### Pin placement

(3 px per µm) Pins as bars across the die edge, other pins in grey.
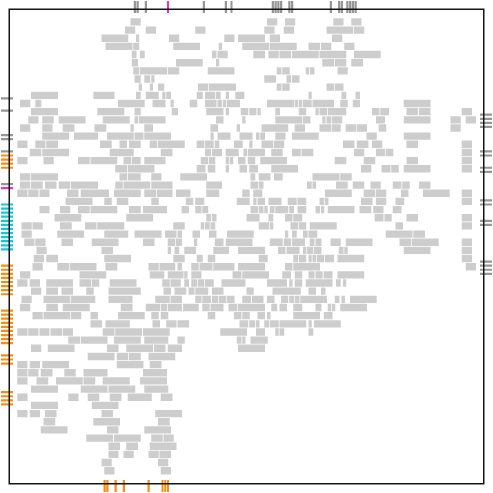
### Cell outlines without signal wires

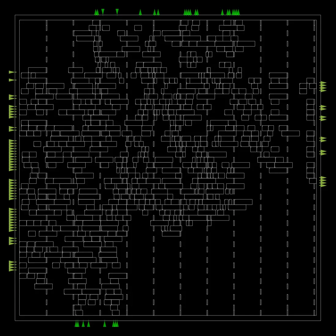
### Wiring by layer

(3 px per µm) Only two layers are drawn.
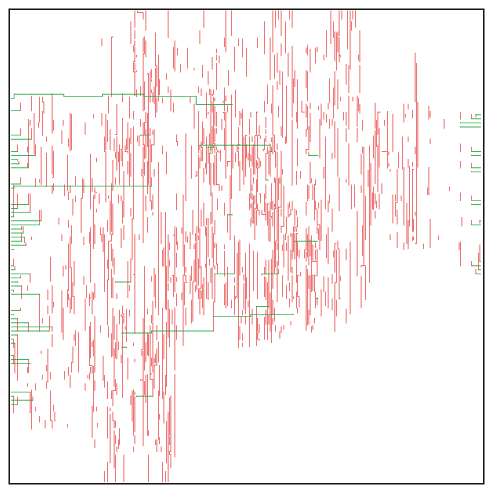
### Cells by drive strength

(3 px per µm)
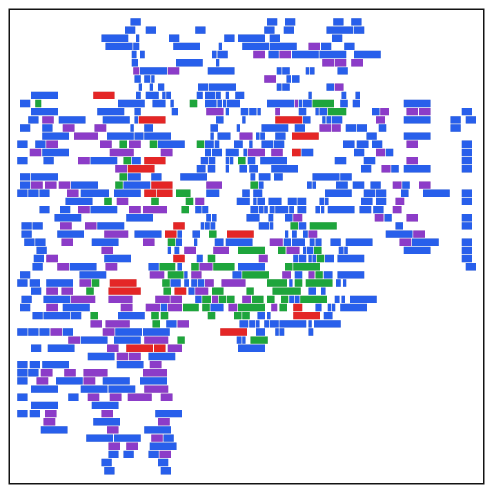
### Wires at chosen ports, followed through buffers

(2 px per µm)
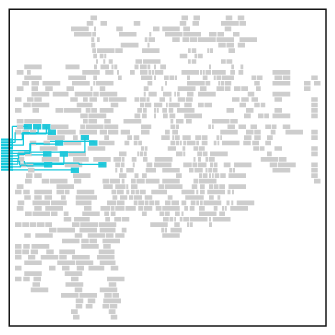
`src/rtl/audio_mixer_n_pkg.sv`:
```
// Shared types and sizing helpers for the time-multiplexed audio mixer.
package audio_mix_pkg;

    typedef enum logic [1:0] {
        ST_IDLE = 2'd0,
        ST_ACC  = 2'd1,
        ST_SAT  = 2'd2,
        ST_DONE = 2'd3
    } mix_state_e;

    localparam int ATT_W = 2;

    // Room for the largest shifted term plus growth from summing every channel.
    function automatic int acc_w(input int in_w, input int shift_w, input int channels);
        return in_w + (1 << shift_w) - 1 + $clog2(channels) + 1;
    endfunction

endpackage

```
`src/rtl/audio_mixer_n_if.sv`:
```
// Sample-strobe, channel-input and mixed-output bundle between the sound core and the mixer.
interface audio_mixer_n_if
    import audio_mix_pkg::*;
#(
    parameter int CHANNELS = 4,
    parameter int IN_W     = 9,
    parameter int OUT_W    = 15,
    parameter int SHIFT_W  = 3
);
    logic                          ce_sample;
    logic [CHANNELS*IN_W-1:0]      ch_data;
    logic [CHANNELS-1:0]           ch_en;
    logic [CHANNELS*SHIFT_W-1:0]   ch_shift;
    logic [ATT_W-1:0]              master_att;
    logic                          busy;
    logic                          out_valid;
    logic [OUT_W-1:0]              out_signed;
    logic [OUT_W-1:0]              out_unsigned;
    logic                          clip;
    logic                          overrun;

    modport master (
        output ce_sample, ch_data, ch_en, ch_shift, master_att,
        input  busy, out_valid, out_signed, out_unsigned, clip, overrun
    );

    modport slave (
        input  ce_sample, ch_data, ch_en, ch_shift, master_att,
        output busy, out_valid, out_signed, out_unsigned, clip, overrun
    );
endinterface

```
`src/rtl/audio_mixer_n_sat.sv`:
```
// Master attenuation (arithmetic right shift) followed by saturation to the output width.
module audio_sat
    import audio_mix_pkg::*;
#(
    parameter int ACC_W = 19,
    parameter int OUT_W = 15
) (
    input  logic signed [ACC_W-1:0] acc_i,
    input  logic        [ATT_W-1:0] att_i,
    output logic signed [OUT_W-1:0] sat_o,
    output logic                    clip_o
);
    localparam int EXT_W = (ACC_W > OUT_W) ? ACC_W : OUT_W;
    localparam logic signed [EXT_W-1:0] MAX_V = {{(EXT_W-OUT_W+1){1'b0}}, {(OUT_W-1){1'b1}}};
    localparam logic signed [EXT_W-1:0] MIN_V = {{(EXT_W-OUT_W+1){1'b1}}, {(OUT_W-1){1'b0}}};

    logic signed [ACC_W-1:0] t;
    logic signed [EXT_W-1:0] t_ext;

    always_comb begin
        t      = acc_i >>> att_i;
        t_ext  = EXT_W'(t);
        sat_o  = t_ext[OUT_W-1:0];
        clip_o = 1'b0;
        if (t_ext > MAX_V) begin
            sat_o  = MAX_V[OUT_W-1:0];
            clip_o = 1'b1;
        end else if (t_ext < MIN_V) begin
            sat_o  = MIN_V[OUT_W-1:0];
            clip_o = 1'b1;
        end
    end
endmodule

```
`src/rtl/audio_mixer_n.sv`:
```
// N-channel serial mixer: snapshot on strobe, accumulate one channel per cycle,
// attenuate and saturate, then present signed and offset-binary results.
//   state | meaning
//   IDLE  | waiting for ce_sample
//   ACC   | adding the term of channel idx_q
//   SAT   | registering attenuated, saturated sum
//   DONE  | new outputs valid; may accept the next strobe
module audio_mixer_n
    import audio_mix_pkg::*;
#(
    parameter int CHANNELS = 4,
    parameter int IN_W     = 9,
    parameter int OUT_W    = 15,
    parameter int SHIFT_W  = 3
) (
    input  logic        clk_sys,
    input  logic        reset,
    audio_mixer_n_if.slave mix
);
    localparam int ACC_W = acc_w(IN_W, SHIFT_W, CHANNELS);
    localparam int IDX_W = (CHANNELS > 1) ? $clog2(CHANNELS) : 1;
    localparam logic [IDX_W-1:0] LAST_IDX = IDX_W'(CHANNELS - 1);

    mix_state_e              state_q;
    logic [IDX_W-1:0]        idx_q;
    logic signed [ACC_W-1:0] acc_q;
    logic [IN_W-1:0]         data_q  [CHANNELS];
    logic [SHIFT_W-1:0]      shift_q [CHANNELS];
    logic [CHANNELS-1:0]     en_q;
    logic [ATT_W-1:0]        att_q;
    logic signed [OUT_W-1:0] out_q;
    logic                    clip_q;
    logic                    valid_q;
    logic                    busy_q;
    logic                    overrun_q;

    logic [IN_W-1:0]         cur_data;
    logic signed [IN_W-1:0]  centered;
    logic signed [ACC_W-1:0] term;
    logic signed [OUT_W-1:0] sat_val;
    logic                    sat_clip;
    logic                    accept;

    // Offset-binary to two's complement is just an MSB flip.
    always_comb begin
        cur_data = data_q[idx_q];
        centered = signed'({~cur_data[IN_W-1], cur_data[IN_W-2:0]});
        term     = '0;
        if (en_q[idx_q]) begin
            term = ACC_W'(centered) <<< shift_q[idx_q];
        end
    end

    assign accept = mix.ce_sample && ((state_q == ST_IDLE) || (state_q == ST_DONE));

    audio_sat #(
        .ACC_W (ACC_W),
        .OUT_W (OUT_W)
    ) u_sat (
        .acc_i  (acc_q),
        .att_i  (att_q),
        .sat_o  (sat_val),
        .clip_o (sat_clip)
    );

    always_ff @(posedge clk_sys or posedge reset) begin
        if (reset) begin
            state_q   <= ST_IDLE;
            idx_q     <= '0;
            acc_q     <= '0;
            en_q      <= '0;
            att_q     <= '0;
            out_q     <= '0;
            clip_q    <= 1'b0;
            valid_q   <= 1'b0;
            busy_q    <= 1'b0;
            overrun_q <= 1'b0;
            for (int i = 0; i < CHANNELS; i++) begin
                data_q[i]  <= '0;
                shift_q[i] <= '0;
            end
        end else begin
            valid_q   <= 1'b0;
            overrun_q <= mix.ce_sample && ((state_q == ST_ACC) || (state_q == ST_SAT));
            case (state_q)
                ST_IDLE, ST_DONE: begin
                    if (accept) begin
                        for (int i = 0; i < CHANNELS; i++) begin
                            data_q[i]  <= mix.ch_data[i*IN_W +: IN_W];
                            shift_q[i] <= mix.ch_shift[i*SHIFT_W +: SHIFT_W];
                        end
                        en_q    <= mix.ch_en;
                        att_q   <= mix.master_att;
                        acc_q   <= '0;
                        idx_q   <= '0;
                        busy_q  <= 1'b1;
                        state_q <= ST_ACC;
                    end else begin
                        state_q <= ST_IDLE;
                    end
                end
                ST_ACC: begin
                    acc_q <= acc_q + term;
                    if (idx_q == LAST_IDX) begin
                        state_q <= ST_SAT;
                    end else begin
                        idx_q <= idx_q + 1'b1;
                    end
                end
                ST_SAT: begin
                    out_q   <= sat_val;
                    clip_q  <= sat_clip;
                    valid_q <= 1'b1;
                    busy_q  <= 1'b0;
                    state_q <= ST_DONE;
                end
                default: state_q <= ST_IDLE;
            endcase
        end
    end

    assign mix.busy         = busy_q;
    assign mix.out_valid    = valid_q;
    assign mix.out_signed   = out_q;
    assign mix.out_unsigned = {~out_q[OUT_W-1], out_q[OUT_W-2:0]};
    assign mix.clip         = clip_q;
    assign mix.overrun      = overrun_q;
endmodule

```
`src/flat_wrapper.sv`:
```
// flat-port wrapper written by rule: the top's interface ports become plain ports
module audio_mixer_n_flat import audio_mix_pkg::*;
#(
    parameter int CHANNELS = 4,
    parameter int IN_W     = 9,
    parameter int OUT_W    = 15,
    parameter int SHIFT_W  = 3
)
  (clk_sys, reset, mix_ce_sample, mix_ch_data, mix_ch_en, mix_ch_shift, mix_master_att, mix_busy, mix_out_valid, mix_out_signed, mix_out_unsigned, mix_clip, mix_overrun);
  audio_mixer_n_if #(.CHANNELS(CHANNELS), .IN_W(IN_W), .OUT_W(OUT_W), .SHIFT_W(SHIFT_W)) mix_i ();
  input  logic clk_sys;
  input  logic reset;
  input wire logic [$bits(mix_i.ce_sample)-1:0] mix_ce_sample;
  input wire logic [$bits(mix_i.ch_data)-1:0] mix_ch_data;
  input wire logic [$bits(mix_i.ch_en)-1:0] mix_ch_en;
  input wire logic [$bits(mix_i.ch_shift)-1:0] mix_ch_shift;
  input wire logic [$bits(mix_i.master_att)-1:0] mix_master_att;
  output wire logic [$bits(mix_i.busy)-1:0] mix_busy;
  output wire logic [$bits(mix_i.out_valid)-1:0] mix_out_valid;
  output wire logic [$bits(mix_i.out_signed)-1:0] mix_out_signed;
  output wire logic [$bits(mix_i.out_unsigned)-1:0] mix_out_unsigned;
  output wire logic [$bits(mix_i.clip)-1:0] mix_clip;
  output wire logic [$bits(mix_i.overrun)-1:0] mix_overrun;
  assign mix_i.ce_sample = mix_ce_sample;
  assign mix_i.ch_data = mix_ch_data;
  assign mix_i.ch_en = mix_ch_en;
  assign mix_i.ch_shift = mix_ch_shift;
  assign mix_i.master_att = mix_master_att;
  assign mix_busy = mix_i.busy;
  assign mix_out_valid = mix_i.out_valid;
  assign mix_out_signed = mix_i.out_signed;
  assign mix_out_unsigned = mix_i.out_unsigned;
  assign mix_clip = mix_i.clip;
  assign mix_overrun = mix_i.overrun;
  audio_mixer_n #(.CHANNELS(CHANNELS), .IN_W(IN_W), .OUT_W(OUT_W), .SHIFT_W(SHIFT_W)) u_core (.clk_sys(clk_sys), .reset(reset), .mix(mix_i));
endmodule
```
`config.mk`:
```
export PLATFORM = sky130hd
export DESIGN_NAME = audio_mixer_n_flat
export DESIGN_NICKNAME = d
export VERILOG_FILES = /design/src/rtl/audio_mixer_n_pkg.sv /design/src/rtl/audio_mixer_n_if.sv /design/src/rtl/audio_mixer_n_sat.sv /design/src/rtl/audio_mixer_n.sv /design/src/flat_wrapper.sv
export SDC_FILE = /design/constraint.sdc
export NUM_CORES = 1
export LEC_CHECK = 0
export CORE_MARGIN = 2
export CORE_UTILIZATION = 25
export CTS_CLUSTER_DIAMETER = 120
export DETAILED_ROUTE_END_ITERATION = 10
export PLACE_DENSITY = 0.47
export SYNTH_ARGS = -nofsm -noshare
export SYNTH_HDL_FRONTEND = slang
export SYNTH_HIERARCHICAL = 1
export SYNTH_SLANG_ARGS = --single-unit
```
`constraint.sdc`:
```
create_clock -name clk_sys -period 3.8 [get_ports clk_sys]
set_clock_uncertainty 0.1 [all_clocks]
set_input_delay 0.76 -clock clk_sys [delete_from_list [all_inputs] [get_ports clk_sys]]
set_output_delay 0.76 -clock clk_sys [all_outputs]
set_load 0.02 [all_outputs]
```
==> run summary <==
Item: results of the latest flow run.

- In the final layout, the share of cells above drive strength 1 is 0.3381.
- Setup repair after global routing could not meet its margin everywhere.
- In this build the clock could be raised as far as 261.7 MHz.
- The compound-cell area share of the yosys netlist is 0.1514.
- The worst setup slack after layout is -20.72 ps.
- The largest vdd supply drop is ~0.36 mV.
- The final sum of negative setup slack is -25.58 ps.
- The flip-flop and latch count after synthesis is 96.
- The vertical die dimension reported for this design is between 150 and 200 µm.
- The number of different library cells in the post-synthesis netlist is 58.
- The final tally of setup violations is 2.
- The area recorded from the Yosys report for this design is 5902 µm².
- The number of global-route vias before repair was 4,493.
- Per the detail_route log, the uppermost layer with routed signals is met4.
- The total buffers and inverters traversed by the critical path is 1.
- For this run the aggregate overflow at the end of global routing stands at 0.
- The checks that failed: setup timing.
- The power per cell area is 997.5 nW/µm².
- The flow ran to the end, but the final reports show violations.
- The XOR/XNOR share of the synthesized area is 0.01632.
- Summed over all layers, the routed wires come to 14.54 mm.
- The library cell with the highest instance count after synthesis is dfrtp_1.
- The post-synthesis cell type with the largest combined area is dfrtp_1.
- The final max-slew violation count is 0.
- The final tally of hold violations is 0.
- STA classifies the critical path startpoint as a flop.
- The wire length on met2 is roughly 6.8 mm.
- For reference, the mux area share after synthesis is 0.2652.
- Per STA, the worst path is made up of buf_6, mux4_2, mux2i_2, mux2_4, o22ai_2, and2_4, ha_4, a21oi_2, o21ai_2, a21oi_2, o31ai_2, a41o_1, a21o_1, a21o_1, a211o_1.
- The data required time reported for the critical path is 3930 ps.
- The number of antenna violations at the first check in global routing came to 0.
- The number of filler instances in the final layout is 2,305.
- In this design, the stage delay of the slowest critical-path cell is 610 ps.
- The largest combinational cell category by area is multiplexers.
- The mapped netlist covers between 5000 and 6000 µm².
- After synthesis, the design contains 514 cells according to Yosys.
- In this run, the synthesized area fraction spent on adder and majority cells is recorded as 0.04791.
- The routability-driven placement congestion ratio is 0.7971.
- The x dimension of the die is around 160 µm.
- For flop-to-flop paths, the worst setup slack is -20 ps.
## Picture notes: 'Pin placement'
Key: magenta = `mix_master_att` [pins 2, direction input, edge 1 north, 1 west]; orange = `mix_ch_data` [pins 36, direction input, edge 28 west, 8 south]; cyan = `mix_ch_shift` [pins 12, direction input, edge west]

## Picture notes: 'Cell outlines without signal wires'
# rows: 56
number of non-filler instances in the completed layout: 949
area of the core: 23,330 µm²
fraction of area in registers: 0.3014
fin util: 0.3416

## Picture notes: 'Wiring by layer'
Key: green = met3 [wire length 490 µm]; red = met2 [wire length 6,770 µm]

## Picture notes: 'Cells by drive strength'
Key: blue = drive 1 or less [cells 417, most used dfrtp_1]; red = drive 6 and up [cells 22, most used clkbuf_16]; purple = drive 2 [cells 127, most used mux2_2]; green = drive 3 to 4 [cells 64, most used buf_4]
worst path setup slack after routing: -20.72 ps
count of non-CTS buffers in the layout: 141
relative area change from synthesis to final layout: 35.06%
final non-filler cell area: 7971 µm²

## Picture notes: 'Wires at chosen ports, followed through buffers'
Key: cyan = `mix_ch_shift` [bits 12, direction input, edge west, end cells 12, buffers 12, wire 330 µm]

through the flow:
step	hold slack, ps	util	power [mW]	instances	setup WS (ps)
CTS	405.0	0.3332	7.676	947	-27.01
detailed placement	389.2	0.3110	6.376	918	-100.2
global placement	382.0	0.3110	6.303	918	-24.67
finish	401.8	0.3416	7.952	949	-20.72
floorplan	370.4	-	5.070	514	-29.14
global route	425.3	0.3416	8.565	949	-191.5
flip-flops by register name, indices dropped and copies added, names as in the netlist:
name,cells
u_core/acc_q,19
u_core/att_q,2
u_core/data_q,36
u_core/en_q,4
u_core/idx_q,2
u_core/mix.busy,1
u_core/mix.clip,1
u_core/mix.out_signed,15
u_core/mix.out_valid,1
u_core/mix.overrun,1
u_core/shift_q,12
u_core/state_q,2
routing by layer:
| layer | vias up | GRT usage |
|---|---|---|
| met1 | 2136 | 0.1672 |
| met2 | 91 | 0.1903 |
| li1 | 2106 | - |
| met4 | 0 | 0.03896 |
| met5 | - | 0 |
| met3 | 11 | 0.02737 |
layout by cell type (no fill, tap or decap), types with 3 or more instances in the layout:
cell type,n
buf_4,41
mux2_2,75
nand2_1,27
mux4_2,12
nor2_1,15
mux2i_2,5
buf_6,6
a22o_1,6
inv_1,10
a21oi_1,19
clkdlybuf4s50_1,90
mux2i_1,19
buf_12,3
o21ai_1,6
nand2b_1,10
xnor2_1,7
a21o_1,7
o21ai_2,3
ha_1,13
o21a_1,16
mux2_1,13
nor2b_1,4
nand2_2,3
a21oi_2,14
ha_4,7
dfrtp_1,96
a31oi_1,3
o21bai_1,6
xor2_1,3
o21ai_0,19
clkbuf_16,9
mux2_4,3
layout make-up:
cell class                      count  area [µm²]  share of cell area
Tap cell                          319       399.1             0.05007
Inverter                           12       47.55            0.005965
Clock buffer                       10       229.0             0.02872
Timing Repair Buffer              141        1351              0.1695
Multi-Input combinational cell    365        3475              0.4359
Clock inverter                      6       67.56            0.008476
Sequential cell                    96        2402              0.3014
final timing paths:
| check | startpoint | end |
|---|---|---|
| max in group asynchronous | reset | u_core/acc_q[3] |
| min | u_core/shift_q[2] | u_core/shift_q[2] |
| min in group asynchronous | reset | u_core/en_q[0] |
| max reg2reg | u_core/idx_q[0] | u_core/acc_q[16] |
| max | u_core/idx_q[0] | u_core/acc_q[16] |
| min reg2reg | u_core/shift_q[2] | u_core/shift_q[2] |
worst register-to-register path: stages, from the launching register on:
cell     delay, ps
dfrtp_1        410
buf_6          120
mux4_2         610
mux2i_2        210
mux2_4         280
o22ai_2        130
and2_4         170
ha_4           210
a21oi_2        210
o21ai_2         90
a21oi_2        160
o31ai_2        100
a41o_1         250
a21o_1         220
a21o_1         190
a211o_1        240
report_power, final:
part	internal [mW]	total [mW]	switching, mW
combinational	2.69	5.16	2.47
clock	0.515	0.940	0.425
sequential	1.50	1.85	0.350
total	4.71	7.95	3.24
timing repair:
item	CTS	global route
resized	27	34
pin swaps	14	14
endpoints found under the setup margin	4	10
setup buffers	13	2
cloned	0	0
Power is estimated from default activity; no workload was simulated.
